==> config.mk <==
export PLATFORM = sky130hd
export DESIGN_NAME = linked_list_mqueue
export DESIGN_NICKNAME = d
export VERILOG_FILES = /design/src/rtl/linked_list_mqueue.sv
export SDC_FILE = /design/constraint.sdc
export NUM_CORES = 1
export LEC_CHECK = 0
export ABC_AREA = 0
export CORE_MARGIN = 2
export CORE_UTILIZATION = 55
export CTS_BUF_LIST = sky130_fd_sc_hd__clkbuf_2 sky130_fd_sc_hd__clkbuf_4 sky130_fd_sc_hd__clkbuf_8
export DETAILED_ROUTE_END_ITERATION = 12
export PLACE_DENSITY = 0.72
export SETUP_SLACK_MARGIN = 0.05
export SLEW_MARGIN = 20
export SYNTH_ARGS = -nofsm -noshare
export SYNTH_HDL_FRONTEND = slang
export SYNTH_SLANG_ARGS = --single-unit
export TNS_END_PERCENT = 100
==> constraint.sdc <==
create_clock -name clk -period 6.04 [get_ports clk]
set_input_delay 1.208 -clock clk [delete_from_list [all_inputs] [get_ports clk]]
set_output_delay 1.208 -clock clk [all_outputs]
set_load 0.005 [all_outputs]
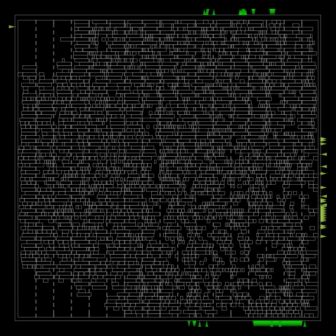
Figure 1: run 1, placement view.
non-filler cells, final: 3493
Finished Core Util: 63.0%
Tap Count: 696
Seq area share: 48.2%

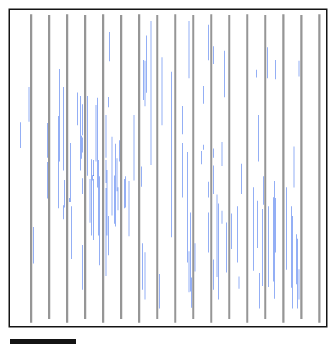
Figure 2: run 1, M4 wires.
Bar = 50 um. Supply wires on this layer in gray.
share of all routed wire: 3.9%
wire length on this layer: 3830 um
Vias: 23200
Routed WL: 98.7 mm

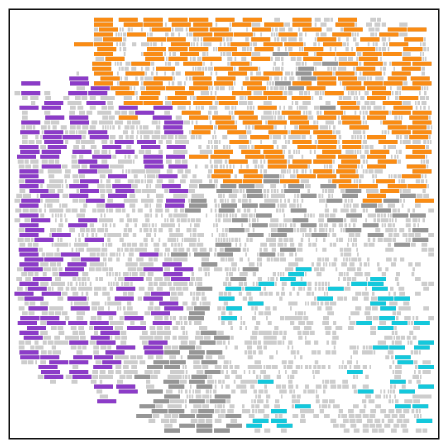
Figure 3: run 1, sequential cells colored by netlist name.
Other sequential cells in the stronger gray, the rest of the logic in the fainter gray.
legend:
  orange:
    netlist_name: data_mem
    placed_flops: 256
  cyan:
    netlist_name: q_count
    placed_flops: 48
  purple:
    netlist_name: next_mem
    placed_flops: 160
not colored: 109
Seq group: 5.82 mW
FF/Latch Area: 16400 um^2

==> flow_summary.ini, run 1 <==
; generated from flow reports
[synth]
edf_count = 416
adder_share_pct = 0.291
synth-main-ff-cell = edfxtp_1
top_cell = nand2_1
avgSynthCellArea_um2 = 11.5
ys_ff = 573
syn-instance-count = 2612
top_area_share_pct = 41.5

[final_timing]
setup-violations-final = 0
fin_tns_setup_ps = 0
maxSlewHeadroom_pct = 32.2

[critical_path]
crit_top_cell = clkdlybuf4s50_1
path_cells = clkdlybuf4s50_1 > nor3_1 > a22oi_1 > nand3_1 > and3b_2 > a21oi_1 > clkdlybuf4s50_1
cp_num_buf_inv = 2
endpoint_kind = output port
slowest_stage = clkdlybuf4s50_1
required_ps = 4830

[final_layout]
area_growth_pct = 13.1
final_cell_area_um2 = 34100
largest_reg_flops = 256
final-clk-cell-share_pct = 5.72
num_antenna_cells = 1
layout.nonclk_buf_share_pct = 5.94

[floorplanning]
ioPinCount = 87
die_h_um = 238
fp_util_pct = 55.7

[min_path]
holdCritPathClass = reg -> reg

[pwr]
power.switching_mw = 6.54
top_power_group = combinational logic
power_leakage_nw = 12.8

[routing]
first_iter_violations = 2690
wl_met2_mm = 44.5
vias_per_cell = 6.64

[clock_network]
clk_latency_ps = 710
cts_tree = built
clock_sinks = 573
cts_root_buffer = clkbuf_8
cts_resized = 0

[placed_design]
dp.cells = 3316

[global_routing]
grt_max_degree = 100

[status]
status = finished clean
==> run 2: changes to the inputs <==
--- a/config.mk
+++ b/config.mk
@@ -11,7 +11,7 @@
 export CTS_BUF_LIST = sky130_fd_sc_hd__clkbuf_2 sky130_fd_sc_hd__clkbuf_4 sky130_fd_sc_hd__clkbuf_8
 export DETAILED_ROUTE_END_ITERATION = 12
 export PLACE_DENSITY = 0.72
-export SETUP_SLACK_MARGIN = 0.05
+export SETUP_SLACK_MARGIN = 0.1
 export SLEW_MARGIN = 20
 export SYNTH_ARGS = -nofsm -noshare
 export SYNTH_HDL_FRONTEND = slang
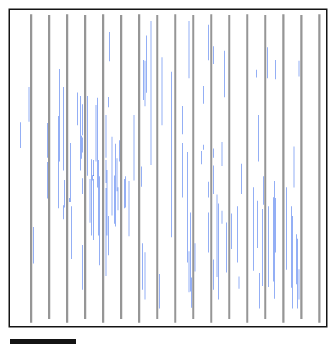
Figure 4: run 2, M4 wires.
Bar = 50 um. Supply wires on this layer in gray.
nets with wire on the layer: 82
wire length on this layer: 3830 um

==> flow_summary.ini, run 2 <==
; generated from flow reports
[status]
status = finished clean

[final_layout]
fin_cells = 3493
final_cell_area_um2 = 34100
area_growth_pct = 13.1
final-clk-cell-share_pct = 5.72

[routing]
first_iter_violations = 2690
vias = 23200
wl_met2_mm = 44.5
vias_per_cell = 6.64

[synth]
top_area_share_pct = 41.5
edf_count = 416
synth-main-ff-cell = edfxtp_1
top_cell = nand2_1
avgSynthCellArea_um2 = 11.5
ys_ff = 573
adder_share_pct = 0.291

[critical_path]
path_cells = clkdlybuf4s50_1 > nor3_1 > a22oi_1 > nand3_1 > and3b_2 > a21oi_1 > clkdlybuf4s50_1
crit_top_cell = clkdlybuf4s50_1
slowest_stage = clkdlybuf4s50_1
cp_num_buf_inv = 2
endpoint_kind = output port
required_ps = 4830

[clock_network]
clock_sinks = 573
cts_root_buffer = clkbuf_8
clk_latency_ps = 710
cts_tree = built

[final_timing]
setup-violations-final = 0
maxSlewHeadroom_pct = 32.2

[pwr]
power_leakage_nw = 12.8
p_seq_mw = 5.82

[floorplanning]
nWellTaps = 696
ioPinCount = 87
fp_util_pct = 55.7

[placed_design]
dp.cells = 3316
Power and IR drop assume default switching activity.
